### config.mk
export PLATFORM = sky130hd
export DESIGN_NAME = bus_cmd_sequencer
export DESIGN_NICKNAME = d
export VERILOG_FILES = /design/src/rtl/bus_cmd_sequencer.sv
export SDC_FILE = /design/constraint.sdc
export NUM_CORES = 1
export LEC_CHECK = 0
export CAP_MARGIN = 20
export CORE_ASPECT_RATIO = 0.6
export CORE_MARGIN = 2
export CORE_UTILIZATION = 30
export CTS_BUF_LIST = sky130_fd_sc_hd__clkbuf_8
export DETAILED_ROUTE_END_ITERATION = 6
export PLACE_DENSITY_LB_ADDON = 0.12
export SYNTH_ARGS = -nofsm -noshare
export SYNTH_HDL_FRONTEND = slang
export SYNTH_SLANG_ARGS = --single-unit
### constraint.sdc
create_clock -name i_clk -period 4.3 [get_ports i_clk]
set_clock_uncertainty 0.05 [all_clocks]
set_input_delay 0.86 -clock i_clk [delete_from_list [all_inputs] [get_ports i_clk]]
set_output_delay 0.86 -clock i_clk [all_outputs]
set_load 0.02 [all_outputs]
### src/rtl/bus_cmd_sequencer.sv
// -----------------------------------------------------------------------------
// bus_cmd_sequencer
//
// Bus initiator for the 32-bit memory/peripheral bus. Host-side commands
// (read or write) are queued in a small FIFO. They are issued one at a time
// as single-cycle bus strobes. Read data is returned on a valid/ready
// response port. Ordering is strictly FIFO. While a read is outstanding,
// later commands stay queued.
//
// Optional feature macro: BUS_CMD_SEQ_TIMEOUT_EN
//   When it is defined, a read that sees no responder ready within
//   TIMEOUT_CYCLES wait cycles completes with o_rsp_data = 0 and
//   o_rsp_err = 1. When it is undefined, a read waits indefinitely and
//   o_rsp_err is tied to 0.
//
// Parameters:
//   CMD_DEPTH      command FIFO depth (power of two, >= 2)
//   ADDR_W         bus address width
//   DATA_W         bus data width
//   TIMEOUT_CYCLES read-wait limit (used only with BUS_CMD_SEQ_TIMEOUT_EN)
//
// Ports:
//   i_clk, i_rst          clock; synchronous active-high reset
//   i_cmd_valid/o_cmd_ready, i_cmd_we, i_cmd_addr, i_cmd_data
//                         command push interface
//   o_bus_clk             one-cycle transaction strobe
//   o_bus_we/addr/data    bus request; holds its last value between strobes
//   i_bus_data, i_bus_data_ready
//                         responder read data and its valid flag
//   o_rsp_valid/i_rsp_ready, o_rsp_data, o_rsp_err
//                         read response interface
//   o_busy                FIFO non-empty or sequencer not idle
// -----------------------------------------------------------------------------
module bus_cmd_sequencer #(
  parameter int CMD_DEPTH      = 4,
  parameter int ADDR_W         = 32,
  parameter int DATA_W         = 32,
  parameter int TIMEOUT_CYCLES = 255
) (
  input  logic              i_clk,
  input  logic              i_rst,
  input  logic              i_cmd_valid,
  output logic              o_cmd_ready,
  input  logic              i_cmd_we,
  input  logic [ADDR_W-1:0] i_cmd_addr,
  input  logic [DATA_W-1:0] i_cmd_data,
  output logic              o_bus_clk,
  output logic              o_bus_we,
  output logic [ADDR_W-1:0] o_bus_addr,
  output logic [DATA_W-1:0] o_bus_data,
  input  logic [DATA_W-1:0] i_bus_data,
  input  logic              i_bus_data_ready,
  output logic              o_rsp_valid,
  input  logic              i_rsp_ready,
  output logic [DATA_W-1:0] o_rsp_data,
  output logic              o_rsp_err,
  output logic              o_busy
);

  localparam int PTR_W = $clog2(CMD_DEPTH);
  localparam int CNT_W = PTR_W + 1;

  typedef enum logic [1:0] {
    ST_IDLE,
    ST_ISSUE,
    ST_WAIT_RD,
    ST_RESP
  } state_t;

  typedef struct packed {
    logic              we;
    logic [ADDR_W-1:0] addr;
    logic [DATA_W-1:0] data;
  } cmd_t;

  // ---------------------------------------------------------------------------
  // Command FIFO
  // ---------------------------------------------------------------------------
  cmd_t             mem_q [CMD_DEPTH];
  cmd_t             cmd_in;
  cmd_t             head;
  logic [PTR_W-1:0] wr_ptr_q, wr_ptr_d;
  logic [PTR_W-1:0] rd_ptr_q, rd_ptr_d;
  logic [CNT_W-1:0] count_q, count_d;
  logic             full;
  logic             empty;
  logic             push;
  logic             pop;

  assign cmd_in = {i_cmd_we, i_cmd_addr, i_cmd_data};
  assign head   = mem_q[rd_ptr_q];

  // Full and empty come only from the registered count. A pop in the same
  // cycle does not open a slot for a push into a full FIFO.
  assign full  = (count_q == CNT_W'(CMD_DEPTH));
  assign empty = (count_q == '0);
  assign push  = i_cmd_valid && !full;

  // Power-of-two depth lets the pointers wrap by plain overflow.
  always_comb begin
    wr_ptr_d = push ? wr_ptr_q + PTR_W'(1) : wr_ptr_q;
    rd_ptr_d = pop  ? rd_ptr_q + PTR_W'(1) : rd_ptr_q;
    count_d  = count_q;
    case ({push, pop})
      2'b10:   count_d = count_q + CNT_W'(1);
      2'b01:   count_d = count_q - CNT_W'(1);
      default: count_d = count_q;
    endcase
  end

  // NOTE: the storage array has no reset. An entry is only read after the
  // FIFO has written it, so clearing it would add reset fan-out for nothing.
  always_ff @(posedge i_clk) begin
    if (push) begin
      mem_q[wr_ptr_q] <= cmd_in;
    end
  end

  // ---------------------------------------------------------------------------
  // Sequencer
  // ---------------------------------------------------------------------------
  state_t            state_q, state_d;
  logic              bus_clk_q, bus_clk_d;
  logic              bus_we_q, bus_we_d;
  logic [ADDR_W-1:0] bus_addr_q, bus_addr_d;
  logic [DATA_W-1:0] bus_data_q, bus_data_d;
  logic              rsp_valid_q, rsp_valid_d;
  logic [DATA_W-1:0] rsp_data_q, rsp_data_d;

`ifdef BUS_CMD_SEQ_TIMEOUT_EN
  localparam int TO_W = $clog2(TIMEOUT_CYCLES + 1);
  logic [TO_W-1:0] wait_cnt_q, wait_cnt_d;
  logic            rsp_err_q, rsp_err_d;
`else
  logic            timeout_unused;
  assign timeout_unused = (TIMEOUT_CYCLES != 0);
`endif

  // NOTE: every signal this block drives gets a default first. Without it,
  // any path through the case that misses an assignment would infer a latch.
  always_comb begin
    state_d     = state_q;
    pop         = 1'b0;
    bus_clk_d   = 1'b0;
    bus_we_d    = bus_we_q;
    bus_addr_d  = bus_addr_q;
    bus_data_d  = bus_data_q;
    rsp_valid_d = rsp_valid_q;
    rsp_data_d  = rsp_data_q;
`ifdef BUS_CMD_SEQ_TIMEOUT_EN
    wait_cnt_d  = wait_cnt_q;
    rsp_err_d   = rsp_err_q;
`endif

    case (state_q)
      ST_IDLE: begin
        // Load the head into the bus registers now. The registered strobe is
        // then high for exactly the ISSUE cycle.
        if (!empty) begin
          pop        = 1'b1;
          bus_clk_d  = 1'b1;
          bus_we_d   = head.we;
          bus_addr_d = head.addr;
          bus_data_d = head.data;
          state_d    = ST_ISSUE;
        end
      end

      ST_ISSUE: begin
        // Responder ready during ISSUE is deliberately not looked at.
        if (bus_we_q) begin
          state_d = ST_IDLE;
        end else begin
          state_d = ST_WAIT_RD;
`ifdef BUS_CMD_SEQ_TIMEOUT_EN
          wait_cnt_d = '0;
`endif
        end
      end

      ST_WAIT_RD: begin
        if (i_bus_data_ready) begin
          rsp_data_d  = i_bus_data;
          rsp_valid_d = 1'b1;
          state_d     = ST_RESP;
`ifdef BUS_CMD_SEQ_TIMEOUT_EN
          rsp_err_d   = 1'b0;
        // The count would reach the limit on this cycle. Ready in the same
        // cycle is handled above, so the data wins.
        end else if (wait_cnt_q == TO_W'(TIMEOUT_CYCLES - 1)) begin
          rsp_data_d  = '0;
          rsp_err_d   = 1'b1;
          rsp_valid_d = 1'b1;
          state_d     = ST_RESP;
        end else begin
          wait_cnt_d = wait_cnt_q + TO_W'(1);
`endif
        end
      end

      ST_RESP: begin
        if (i_rsp_ready) begin
          rsp_valid_d = 1'b0;
          state_d     = ST_IDLE;
        end
      end

      default: begin
        state_d = ST_IDLE;
      end
    endcase
  end

  // NOTE: sequential state uses non-blocking assignments only, so every flop
  // samples the pre-edge values no matter how the block is ordered.
  always_ff @(posedge i_clk) begin
    if (i_rst) begin
      state_q     <= ST_IDLE;
      wr_ptr_q    <= '0;
      rd_ptr_q    <= '0;
      count_q     <= '0;
      bus_clk_q   <= 1'b0;
      bus_we_q    <= 1'b0;
      bus_addr_q  <= '0;
      bus_data_q  <= '0;
      rsp_valid_q <= 1'b0;
      rsp_data_q  <= '0;
`ifdef BUS_CMD_SEQ_TIMEOUT_EN
      wait_cnt_q  <= '0;
      rsp_err_q   <= 1'b0;
`endif
    end else begin
      state_q     <= state_d;
      wr_ptr_q    <= wr_ptr_d;
      rd_ptr_q    <= rd_ptr_d;
      count_q     <= count_d;
      bus_clk_q   <= bus_clk_d;
      bus_we_q    <= bus_we_d;
      bus_addr_q  <= bus_addr_d;
      bus_data_q  <= bus_data_d;
      rsp_valid_q <= rsp_valid_d;
      rsp_data_q  <= rsp_data_d;
`ifdef BUS_CMD_SEQ_TIMEOUT_EN
      wait_cnt_q  <= wait_cnt_d;
      rsp_err_q   <= rsp_err_d;
`endif
    end
  end

  // ---------------------------------------------------------------------------
  // Outputs
  // ---------------------------------------------------------------------------
  assign o_cmd_ready = !full;
  assign o_bus_clk   = bus_clk_q;
  assign o_bus_we    = bus_we_q;
  assign o_bus_addr  = bus_addr_q;
  assign o_bus_data  = bus_data_q;
  assign o_rsp_valid = rsp_valid_q;
  assign o_rsp_data  = rsp_data_q;
  assign o_busy      = (state_q != ST_IDLE) || !empty;
`ifdef BUS_CMD_SEQ_TIMEOUT_EN
  assign o_rsp_err   = rsp_err_q;
`else
  assign o_rsp_err   = 1'b0;
`endif

endmodule

==> summary.txt, run 1 <==
Implementation results are summarized by area below.

Placement
The detailed placement HPWL is 18000 um. The setup slack after placement is 1.31 ns. Input and output buffers added on the ports amount to 202. The area after detailed placement is 15700 um2. Per the placement report, the placed cell count is 1442. At the end of routability-driven placement, the weighted congestion stood at 0.704.

Final layout
Buffers outside the clock tree occupy 13.0% of the routed design's cell area. The final core area utilization is 39.0%. Leaving out the clock tree, the finished layout contains a buffer count of 214. In the final design, more cell area goes to registers than to any other class. At the end of the flow, the number of nets in the layout was 1029.

After filler insertion, the fill cell instance count of the layout stands at 3966. The final report gives the standard cell area, fillers excluded, as 16900 um2. The inverter count is 4. Ranked by flip-flop count, first place goes to mem_q.

The layout multi-input combinational cell count is 278. The flip-flop count of the largest register, all copies and words added is 260. In the final layout, the clock buffer count is 68.

The total area of multi-input combinational cells is 2840 um2. Per the layout area report, the register area comes to 9980 um2.

Setup path
The kind of cell adding the most delay to the critical path is simple AND/OR/NAND/NOR gates. The required time of the critical path is 3.39 ns. The maximum fanout encountered on the critical timing path is 10. Measured in cells, the most critical reg-to-reg path has a length of 8. The setup slack of the worst register-to-register path is 2.02 ns.

The kind of start point of the critical path is a register. The timing report shows that the slowest cell on the worst path is sky130_fd_sc_hd__or3b_2. For reference, the critical path is captured by o_cmd_ready.

Per STA, the worst path is made up of or3b_2 > clkdlybuf4s50_1. In this design, the stage delay of the slowest critical-path cell is 0.61 ns. The critical path depth is 2. The data arrival time reported for the critical path is 2.15 ns. The critical path is of the register to primary output type. The script reports the combined buffer and inverter count of the critical path as 1. The worst setup path is captured at a primary output. The end of the worst register-to-register path is count_q[2].

Global routing
The first global-routing pass estimated 46900 um of wire. The routing layer with the top usage in global route is met2. The total overflow left after global routing is 0. The pin count of the biggest net entering global routing is 68. The number of global-route vias before repair was 7221. The global routing met1 resource utilization is 19.8%.

Timing
Setup repair after global routing left no endpoint under its margin. The worst slew margin relative to its limit is 42.0%. The number of pins with negative max-slew slack in the final report is 0. The final layout reports a setup TNS of 0 ns. The final tally of setup violations is 0. The final timing report gives a worst setup slack of 1.24 ns. The transition time recorded at the tightest slew-check pin is 0.870 ns. The maximum operating frequency is 0.326 GHz.

The post-layout minimum cycle time is 3.06 ns. The minimum hold slack is 0.402 ns. The post-route fraction of the period consumed by the critical path is 71.3%.

Yosys
A synthesized cell averages 18.8 um2. The fraction of registers with async set/reset is 0%. The number of storage elements in the synthesis netlist is 368. The leading area contributor after synthesis is sky130_fd_sc_hd__edfxtp_1. The part of the Yosys area used for sequential elements is 76.2%. By count the netlist is led by sky130_fd_sc_hd__edfxtp_1 (260), sky130_fd_sc_hd__dfxtp_1 (108), sky130_fd_sc_hd__nand2_1 (69). Among all flip-flop cells after synthesis, the most frequent one is sky130_fd_sc_hd__edfxtp_1. After technology mapping, the gate count stands at 696. Multiplexer cells account for 11.3% of the synthesized area. Of the post-synthesis cell area, the dominant cell type holds 59.7%.

The synthesis run identifies the leading combinational cell family as multiplexers. In this run the cell area of the synthesized design comes to 13100 um2. The number of standard cells reported by yosys is 696. Summing the areas of all xor and xnor instances in the mapped netlist gives 0.134% of the synthesized area.

The simple-gate share of the synthesized area is 3.04%. The net count after synthesis is 804. Ranked by total cell area, the synthesized netlist is headed by sky130_fd_sc_hd__edfxtp_1 (60%), sky130_fd_sc_hd__dfxtp_1 (17%), sky130_fd_sc_hd__mux4_2 (11%), sky130_fd_sc_hd__a22o_1 (4.4%), sky130_fd_sc_hd__nand2_1 (2.0%). The cell-mix breakdown from Yosys lists the compound-gate area share as 6.35%. The tally of yosys warning messages is 0.

Power
In this run, the combinational gates consume 27.8% of the power. The leakage component of the power was reported as 5.57 nW. The areal power density over the cells is 623 nW/um2. The net switching power is 0.00320 W. Across the VDD grid, the largest voltage drop is 0.286 mV. The final total power is 0.0105 W. Per report_power, the Combinational row totals 0.00292 W. The largest power group is sequential cells. The internal power component is 0.00731 W.

Job
Max-cap violations in this run came to 0. The OpenROAD warning count is 29.

Clock network
In this run the deepest clock path goes through 3 buffers. The number of H-tree levels is 2. The TritonCTS clock tree is yes. The root buffer selected by CTS is sky130_fd_sc_hd__clkbuf_8. The number of setup buffers added after CTS is 0. The number of clock buffers added by TritonCTS is 55. The registers of the reported paths see a clock transition of 0.06 ns. The post-CTS resize count is 0.

The number of hold buffers added after CTS is 0.

Floorplan
Measured along the x axis, the die boundary spans 274 um. Pin placement for this block handled 204 I/O pins. In this run the standard cell core region covers 43200 um2.

The chip occupies 45300 um2. The floorplan core density is 30.3%.

Run status
The run finished with clean final reports.

Route
The topmost layer with routed signal wires is met4. The wire length on met2 is 14000 um. For this block, wires on met1 add up to 15300 um. The average detailed-routed wire length per instance is 20.2 um. According to the report, the first pass of detailed routing completed in 4 iterations. For this run, the detailed router reports a per-instance via density of 4.49. The total DRC errors in the routed layout is 0. After the first detailed-routing iteration, the DRC count stood at 365.

Min path
The source of the worst hold timing path is o_rsp_data[2]. The worst hold path passes through 2 cells.
### Cell outlines without signal wires, run 1

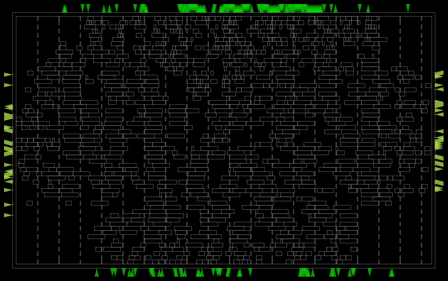
number of tap instances: 579
number of placement rows: 59
number of standard cells in the layout, taps in and fillers out: 1548
layout sequential cell count: 368
share of cell area taken by flip-flops and latches: 59.2%

### Signal wires by layer, run 1

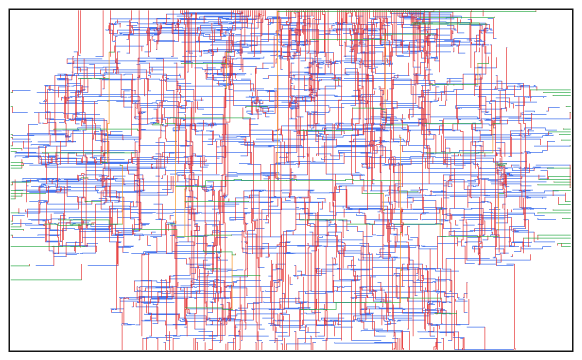
Blue marks met1, wire length 15300 um. Green marks met3, wire length 1560 um. Red marks met2, wire length 14000 um. Orange marks met4, wire length 461 um.
vias post-DR: 6953
global routing usage summed across all routing layers: 13.8%

### Clock network drawn from the DEF, run 1

The bar under the picture is 100 um long.
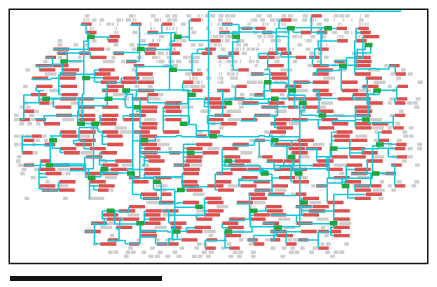
Cyan marks clock wires, length 5160 um. Green marks cells driving clock nets, count 55. Red marks flip-flops, count 368.
Position of the flops: spread over the die.
power in the clock group: 0.00283 W
Clock power frac: 26.9%
worst-skew pair later-pin latency: 0.60 ns

### Metal 3, run 1

The bar under the picture is 100 um long.
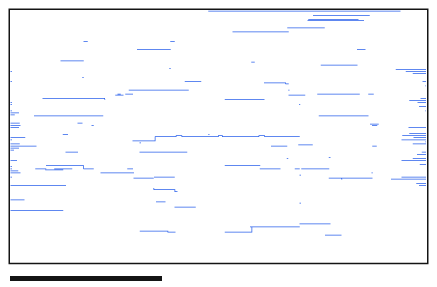
The longest straight run is 126 um. The wires run mostly horizontal. 77 nets have wire on it. The layer carries 1560 um of wire.
met3 capacity usage during global routing: 3.48%
Routed WL: 31300 um

### Zoomed window, run 1

Region (117, 30) to (157, 70) um. Cells in gray, sequential cells in the stronger gray; small squares are vias.
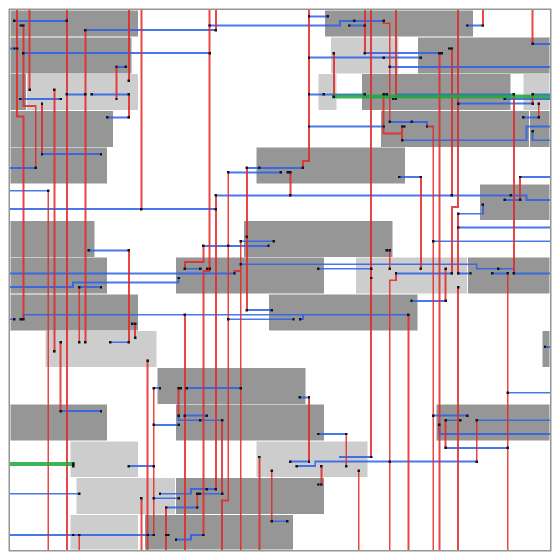

--- run 2 (diff from run 1) ---
==> constraint.sdc (replaced) <==
create_clock -name i_clk -period 2.76 [get_ports i_clk]
set_clock_uncertainty 0.05 [all_clocks]
set_input_delay 0.552 -clock i_clk [delete_from_list [all_inputs] [get_ports i_clk]]
set_output_delay 0.552 -clock i_clk [all_outputs]
set_load 0.02 [all_outputs]
### Zoomed window, run 2

Region (117, 30) to (157, 70) um. Cells in gray, sequential cells in the stronger gray; small squares are vias.
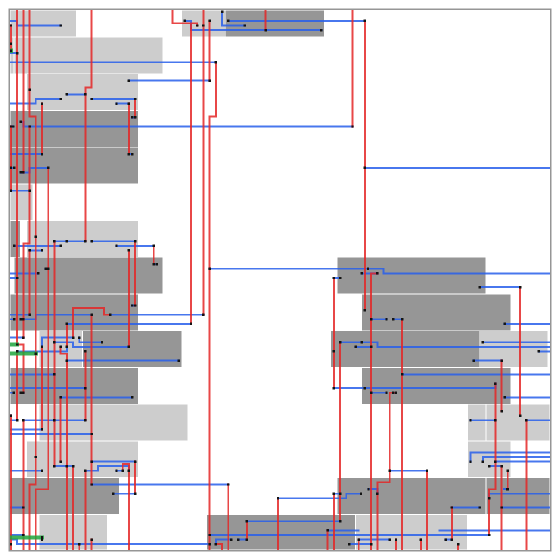
Blue marks met1. Green marks met3. Red marks met2.
Most frequent: edfxtp_1 (12), mux4_2 (5). Netlist names of flops here include `mem_q` (12), `o_bus_addr` (2). 29 logic cells have their middle in the window. Sequential cells in the window: 15.

### Signal wires by layer, run 2

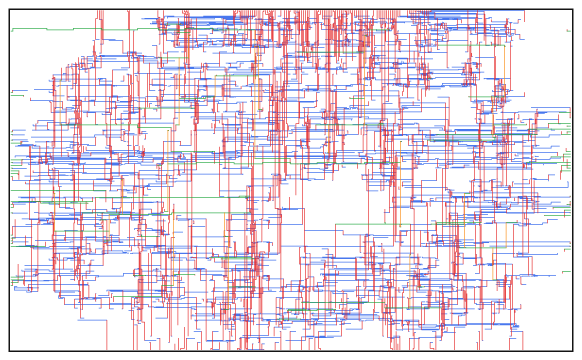
Green marks met3, wire length 1520 um. Blue marks met1, wire length 15000 um. Orange marks met4, wire length 562 um. Red marks met2, wire length 13600 um.
detail-routed net length per standard cell: 19.7 um
Routed WL: 30600 um
vias post-DR: 6948

==> run 2 against run 1 <==
  * Worst hold slack better by 0.0025 ns
  * Highest routed layer unchanged
  * Largest power group unchanged
  * Sequential share of layout area fell by 0.69 points
  * Combinational power increased by 65%
  * First-iteration DRC count is 7.7% higher
  * Setup slack worse by 1.1 ns
  * Global-route usage fell by 0.14 points
  * Critical endpoint is now o_busy
  * Total power rose by 58%
  * Critical path depth increased by 1
  * Synthesized cell count stayed put
  * Cell area increased by 1.2%
  * Clock power is 58% higher
  * Non-clock buffer count grew 11
==> summary.txt, run 2 <==
Implementation results are summarized by area below.

Setup path
The kind of cell adding the most delay to the critical path is buffers and inverters. The slowest cell on the critical path is sky130_fd_sc_hd__clkdlybuf4s50_1. The worst setup path is of the register to primary output kind. The buffering stage count on the worst path with inverters included is 1.

The kind of start point of the critical path is a register. STA lists the maximum fanout along the critical path as 9. The critical path goes through nor2_2 > nand2_1 > clkdlybuf4s50_1.

The end of the worst register-to-register path is count_q[2]. The arrival time of data at the worst endpoint is listed as 2.00 ns.

Yosys
The part of the Yosys area used for sequential elements is 76.2%. The simple-gate share of the synthesized area is 3.04%. Of all cell types, the one taking the most synthesized area is sky130_fd_sc_hd__edfxtp_1. The largest non-sequential cell family by area is multiplexers. Yosys reports that the leading cell type by area covers 59.7% of the netlist area. Synthesis produced 696 cells. The netlist area before placement is 13100 um2. The tally of yosys warning messages is 0.

The synthesized netlist was found by Yosys to have 696 cells. The post-synthesis area per instance is 18.8 um2. The commonest cells after synthesis are sky130_fd_sc_hd__edfxtp_1 (260), sky130_fd_sc_hd__dfxtp_1 (108), sky130_fd_sc_hd__nand2_1 (69).

Global routing
Global routing used 19.9% of the available met1 tracks. The number of global-route vias before repair is 7347. The met3 track demand over resource in global routing is 3.28%. The wire length of the first global-routing pass is 46800 um.

Entering global routing, the biggest net connects 66 pins. The routing layer with the top usage in global route is met2. Per the GRT congestion report, total overflow comes to 0.

Clock network
For reference, the clock transition at the flip-flops on the worst setup and hold paths is 0.06 ns. Per the CTS log, the root buffer master is sky130_fd_sc_hd__clkbuf_8. In this run the post-CTS setup repair buffer count came out at 0. The TritonCTS clock tree is yes. The post-CTS resize count is 1.

Route
The detailed router's first-iteration violation count is 393. After detailed routing, the number of vias per cell comes to 4.46. The total DRC errors in the routed layout is 0. Wire segments on met2 add up to 13600 um in the final route.

Floorplan
The number of placement rows is 59. Pin placement for this block handled 204 I/O pins. After floorplanning, the core was sized to cover 43200 um2.

Power
The design draws 0.0166 W. Per the summary, power density relative to cell area is 974 nW/um2. The flow reports that combinational logic draws 28.9% of the design power. The share of total power dissipated in the clock network is 26.9%.

Power attributed to the clock group is 0.00447 W. The worst VDD IR drop from the latest analysis is 0.605 mV.

Run status
The flow ran to the end, and the final reports show no timing, DRC or antenna violations.

Timing
Across all hold checks on the routed design, the worst slack comes to 0.404 ns. Looking at the max-slew report, the worst-margin pin has a slew of 0.520 ns. The aggregate negative setup slack is 0 ns.

The worst slew margin relative to its limit is 65.3%. Setup repair after global routing left no endpoint under its margin. After layout, the worst setup slack is 0.159 ns.

Based on the critical path, the design can be clocked at up to 0.384 GHz. The number of pins with negative max-slew slack in the final report is 0. The worst path needs 2.60 ns of the cycle, external delays included.

Final layout
Multi-input combinational cells in the finished layout were counted as 278. The portion of the layout cell area used by non-clock buffers is 14.0%. The dominant kind of cell by area is registers. Ranked by flip-flop count, first place goes to mem_q. In the final layout, the multi-input gates occupy 2840 um2. The finished design was reported to have a net count of 1041.

The flip-flop count of the largest register, all copies and words added is 260.

Min path
The source of the worst hold timing path is o_rsp_data[31].
Power figures rest on the tool's default switching activity, not on a simulated workload.
